==> src/rtl/if_fetch_queue.sv <==
// Instruction-fetch stage: owns the fetch PC, issues credit-limited memory
// requests and buffers returned words in a small queue toward ID.
module if_fetch_queue #(
    parameter int              XLEN     = 32,
    parameter int              DEPTH    = 4,
    parameter logic [XLEN-1:0] RESET_PC = '0
) (
    input  logic            clk,
    input  logic            reset,
    input  logic            redirect_i,
    input  logic [XLEN-1:0] redirect_pc_i,
    output logic            imem_req_valid,
    input  logic            imem_req_ready,
    output logic [XLEN-1:0] imem_req_addr,
    input  logic            imem_rsp_valid,
    input  logic [31:0]     imem_rsp_data,
    output logic            id_valid,
    input  logic            id_ready,
    output logic [XLEN-1:0] id_pc,
    output logic [XLEN-1:0] id_pc_plus4,
    output logic [31:0]     id_instr
);

    localparam int AW = (DEPTH > 1) ? $clog2(DEPTH) : 1;
    localparam int CW = $clog2(DEPTH + 1);
    localparam logic [CW:0] DEPTH_W = (CW + 1)'(DEPTH);

    logic [XLEN-1:0] fetch_pc;
    logic [XLEN-1:0] rsp_pc;
    logic [XLEN-1:0] pc_mem    [DEPTH];
    logic [31:0]     instr_mem [DEPTH];
    logic [AW-1:0]   rd_ptr;
    logic [AW-1:0]   wr_ptr;
    logic [CW-1:0]   count;
    logic [CW-1:0]   outstanding;
    logic [CW-1:0]   drop_cnt;

    logic [CW:0]     inflight;
    logic [XLEN-1:0] redirect_target;
    logic            req_fire;
    logic            push;
    logic            pop;
    logic [CW-1:0]   count_next;
    logic [CW-1:0]   outstanding_next;

    // Queued entries plus requests still in memory never exceed DEPTH, so every
    // response always has a free slot waiting for it.
    assign inflight        = {1'b0, count} + {1'b0, outstanding};
    assign imem_req_valid  = !reset && !redirect_i && (inflight < DEPTH_W);
    assign imem_req_addr   = fetch_pc;
    assign req_fire        = imem_req_valid && imem_req_ready;
    assign redirect_target = redirect_pc_i & ~XLEN'(3);

    assign id_valid    = (count != '0) && !redirect_i;
    assign id_pc       = pc_mem[rd_ptr];
    assign id_pc_plus4 = id_pc + XLEN'(4);
    assign id_instr    = instr_mem[rd_ptr];

    assign pop  = id_valid && id_ready;
    assign push = imem_rsp_valid && !redirect_i && (drop_cnt == '0);

    always_comb begin
        count_next       = count;
        outstanding_next = outstanding;
        if (push && !pop) begin
            count_next = count + CW'(1);
        end else if (pop && !push) begin
            count_next = count - CW'(1);
        end
        if (req_fire && !imem_rsp_valid) begin
            outstanding_next = outstanding + CW'(1);
        end else if (imem_rsp_valid && !req_fire) begin
            outstanding_next = outstanding - CW'(1);
        end
    end

    // A redirect flushes the queue and marks every response still owed by
    // memory (except one landing this cycle, which is dropped directly) as stale.
    always_ff @(posedge clk or posedge reset) begin
        if (reset) begin
            fetch_pc    <= RESET_PC;
            rsp_pc      <= RESET_PC;
            rd_ptr      <= '0;
            wr_ptr      <= '0;
            count       <= '0;
            outstanding <= '0;
            drop_cnt    <= '0;
        end else begin
            outstanding <= outstanding_next;
            if (redirect_i) begin
                fetch_pc <= redirect_target;
                rsp_pc   <= redirect_target;
                rd_ptr   <= '0;
                wr_ptr   <= '0;
                count    <= '0;
                drop_cnt <= outstanding - CW'(imem_rsp_valid);
            end else begin
                if (req_fire) begin
                    fetch_pc <= fetch_pc + XLEN'(4);
                end
                if (push) begin
                    rsp_pc <= rsp_pc + XLEN'(4);
                    wr_ptr <= wr_ptr + AW'(1);
                end
                if (pop) begin
                    rd_ptr <= rd_ptr + AW'(1);
                end
                count <= count_next;
                if (imem_rsp_valid && (drop_cnt != '0)) begin
                    drop_cnt <= drop_cnt - CW'(1);
                end
            end
        end
    end

    // Storage is cleared on reset so the head fields read zero until filled.
    always_ff @(posedge clk or posedge reset) begin
        if (reset) begin
            for (int i = 0; i < DEPTH; i++) begin
                pc_mem[i]    <= '0;
                instr_mem[i] <= '0;
            end
        end else if (push) begin
            pc_mem[wr_ptr]    <= rsp_pc;
            instr_mem[wr_ptr] <= imem_rsp_data;
        end
    end

endmodule

==> config.mk <==
export PLATFORM = sky130hd
export DESIGN_NAME = if_fetch_queue
export DESIGN_NICKNAME = d
export VERILOG_FILES = /design/src/rtl/if_fetch_queue.sv
export SDC_FILE = /design/constraint.sdc
export NUM_CORES = 1
export LEC_CHECK = 0
export CELL_PAD_IN_SITES_DETAIL_PLACEMENT = 2
export CELL_PAD_IN_SITES_GLOBAL_PLACEMENT = 2
export CORE_AREA = 10 10 221 223
export CTS_BUF_LIST = sky130_fd_sc_hd__clkbuf_4
export CTS_CLUSTER_DIAMETER = 80
export CTS_CLUSTER_SIZE = 25
export DETAILED_ROUTE_END_ITERATION = 12
export DIE_AREA = 0 0 231 233
export PLACE_DENSITY_LB_ADDON = 0.1
export SLEW_MARGIN = 10
export SYNTH_ARGS = -nofsm -noshare
export SYNTH_HDL_FRONTEND = slang
export SYNTH_SLANG_ARGS = --single-unit
==> constraint.sdc <==
create_clock -name clk -period 10.75 [get_ports clk]
set_clock_uncertainty 0.1 [all_clocks]
set_input_delay 1.6125 -clock clk [delete_from_list [all_inputs] [get_ports clk]]
set_output_delay 1.6125 -clock clk [all_outputs]
set_load 0.03 [all_outputs]
### Metal 4

(1.5 px per um) Supply wires on this layer in gray.
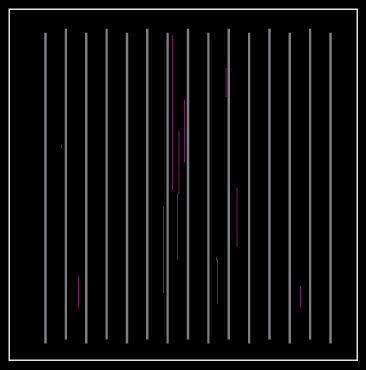
- nets with wire on the layer: 5
- longest straight run: 103 um
- wire length on this layer: 416 um
- main direction: vertical
- share of all routed wire: 0.96%
routed vias: 9969
Detailed Route WL: 43.1 mm

### Cell area per tile

(1.5 px per um) 23 x 23 tiles, from dark blue (low) to red (high), 0 to 100% covered.
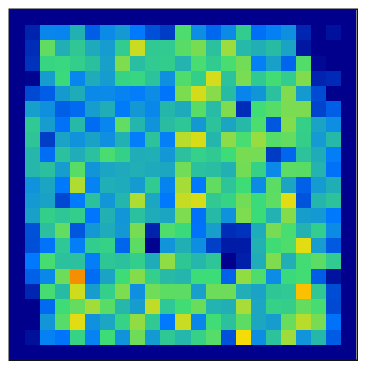
- nearly empty tiles: 19%
- mean over tiles: 33%
- tiles over 75% full: 0.40%
- densest ninth of the die: middle
core region area: 44100 um2
Core Util at FP: 34.8%

==> metrics.csv <==
metric,value,unit
status,completed,
grt_pass1_vias,11100,
netlist_top_cells_area,"dfrtp_1 52%, mux2_2 19%, mux4_2 9.1%",
common_cells,"321 x dfrtp_1, 252 x mux2_2, 90 x nand2_1",
edf_count,0,
max_cap_violations,0,
r2r_start,drop_cnt[0]$_DFFE_PP0P_,
largest_area_cell,dfrtp_1,
hold_class,flop to flop,
dieArea,53800,um2
synth_area_per_cell,13.3,um2
track_usage,16.0,%
yosys_warnings,0,
routed_via_density,5.17,
use_met1,22.0,%
ys_cells,1156,
hpwl,29.4,mm
min_from,pc_mem[86]$_DFFE_PP0P_,
vdd_drop_max,0.108,mV
cts_root_buf,clkbuf_4,
cts.path.max_buffers,3,
p_per_area,252,nW/um2
top_usage_layer,met2,
synth_top_area_share,52.4,%
hold_viol_final,0,
aoi_share,3.61,%
ys_seq_share,52.4,%
placed_cell_area,17800,um2
synth.distinct_cells,48,
final_area,18200,um2
timing.slew.headroom,25.6,%
ys.flops,321,
gp_congestion,0.732,
clk_pin_slew,0.23,ns
crit_start,rd_ptr[1]$_DFFE_PP0P_,
fin_crit_sh,62.2,%
ys_area,15300,um2
ant_nets,0,
layout.cells.non_filler,1930,
warning_count,36,
dp_cells,1882,
cp.arrival,4.98,ns
synth-simple-area-share,7.84,%
cts_setup_buffers,0,
ys_sh_xor,4.28,%
first_iter_violations,440,
rsz0062_at_grt,false,
numCtsBuffers,24,
fin_nets,1402,
crit_fanout,32,
worstPathRequired,9.04,ns
fmax,150,MHz
report.final.setup_viol,0,
adder_share,1.40,%
firstDrtPassIters,4,
clock-sinks,321,
clk_latency,0.80,ns
grt_pass1_wl,67.9,mm
final_max_slew_viol_count,0,
criticalPathCategory,flop to output port,
min_period,6.69,ns
drive_gt1_share,29.2,%
fp.dieW,231,um
htree_levels,1,
rows,77,
yosysMostFrequentCell,dfrtp_1,
cts_resized,0,
die_h,233,um
crit_path_end_kind,output port,
synthCells,1156,
post_drt_wl_per_cell,22.3,um
start_kind,flop,
muxShareOfSynthArea,27.7,%
p_leak,8.00,nW
syn2layout_area_growth,18.9,%
setup_tns,0,ns
ys_top_logic_family,multiplexers,
ff_type,dfrtp_1,
route.detailed.drc,0,
holdBufCountCts,0,
worstMarginPinSlew,1.12,ns
### I/O nets highlighted

(1 px per um)
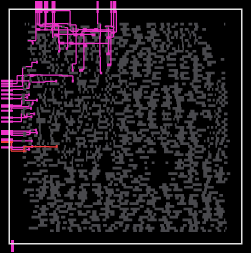
- `id_valid`: red (bits 1; direction output; end cells 1; buffers 1; wire 63.4 um)
- `redirect_pc_i`: magenta (bits 32; direction input; end cells 38; buffers 30; wire 1380 um)
num ports: 200
IO Port Bufs: 191

### Congestion heat map

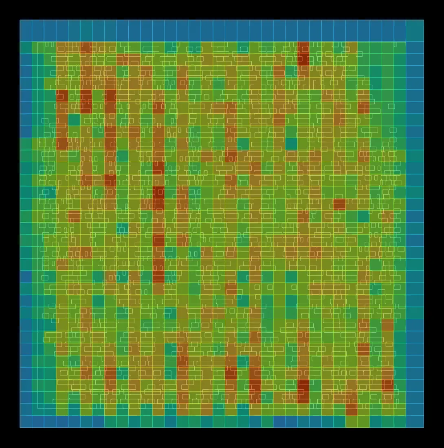
met3 usage: 2.84%
Final Core Density: 41.3%
met2 usage in global routing: 26.2%

[final cells by class]
class / count / area, um2
inverter: 24 / 97.6
tap: 592 / 741
multi-input combinational: 743 / 6920
clock buffer: 26 / 195
antenna: 4 / 10.0
fill: 4492 / 25900
timing repair buffer: 202 / 1990
sequential: 321 / 8040
clock inverter: 18 / 243
[layout by cell type (no fill, tap or decap), types with 3 or more instances in the layout]
master | netlist | routed
a21oi_1 | 10 | 10
a31oi_1 | 10 | 10
and2_1 | 10 | 10
and3_1 | 17 | 17
and4_1 | 6 | 6
buf_4 | 7 | 11
clkbuf_4 | 0 | 26
clkdlybuf4s50_1 | 0 | 190
clkinv_8 | 0 | 4
conb_1 | 1 | 6
dfrtp_1 | 321 | 319
diode_2 | 0 | 4
ha_1 | 14 | 14
inv_1 | 23 | 22
inv_12 | 0 | 3
inv_8 | 0 | 6
mux2_2 | 252 | 252
mux4_2 | 62 | 62
nand2_1 | 90 | 86
nand2_4 | 0 | 4
nand2b_1 | 3 | 3
nand3_1 | 32 | 32
nand3_2 | 4 | 4
nand4_1 | 16 | 16
nor2_1 | 35 | 35
nor3_1 | 8 | 8
o211ai_1 | 7 | 7
o21ai_0 | 51 | 51
o311ai_0 | 10 | 10
xnor2_1 | 53 | 53
xor2_1 | 22 | 22
[layer usage]
metal	routed length, um	part of all wire, %	vias up
met5	18	0.042	-
met2	20500	48	143
met3	1730	4.0	27
met4	415	0.96	2
li1	-	-	4495
met1	20500	47	5302
[flip-flops by register name, summed over array words and instances, names as in the netlist]
signal         count
count              3
drop_cnt           3
imem_req_addr     30
instr_mem        128
outstanding        3
pc_mem           120
rd_ptr             2
rsp_pc            30
wr_ptr             2
[final timing paths]
path                                            endpoint  slack, ns  cells past startpoint
max                                      id_pc_plus4[31]       4.06                      8
min                               pc_mem[86]$_DFFE_PP0P_       0.41                      2
max reg2reg                       pc_mem[72]$_DFFE_PP0P_       7.34                      6
min reg2reg                       pc_mem[86]$_DFFE_PP0P_       0.41                      2
max in group asynchronous          rd_ptr[0]$_DFFE_PP0P_       7.56                      3
min in group asynchronous  imem_req_addr[27]$_DFFE_PP0P_       1.35                      2
[critical path, stage by stage (launching register included)]
cell	delay, ns
dfrtp_2	1.06
buf_4	0.62
mux4_2	0.39
nand3_2	0.16
nor4_2	0.56
nor2b_4	0.32
nand3_1	0.13
xnor2_1	0.18
clkdlybuf4s50_1	0.71
[metrics by stage]
step / total power [mW] / setup WS [ns] / hold WS (ns)
finish: 4.59 / 4.06 / 0.413
global route: 4.87 / 3.74 / 0.442
CTS: 4.69 / 3.85 / 0.417
detailed placement: 4.01 / 4.82 / 0.371
global placement: 3.95 / 4.87 / 0.356
floorplan: 3.12 / 0.153 / 0.345
[power breakdown]
group | switching [mW] | internal, mW | leakage, nW
Combinational | 1.18 | 1.03 | 3.56
Clock | 0.495 | 0.168 | 0.228
Sequential | 0.233 | 1.48 | 4.22
Power and IR drop assume default switching activity.
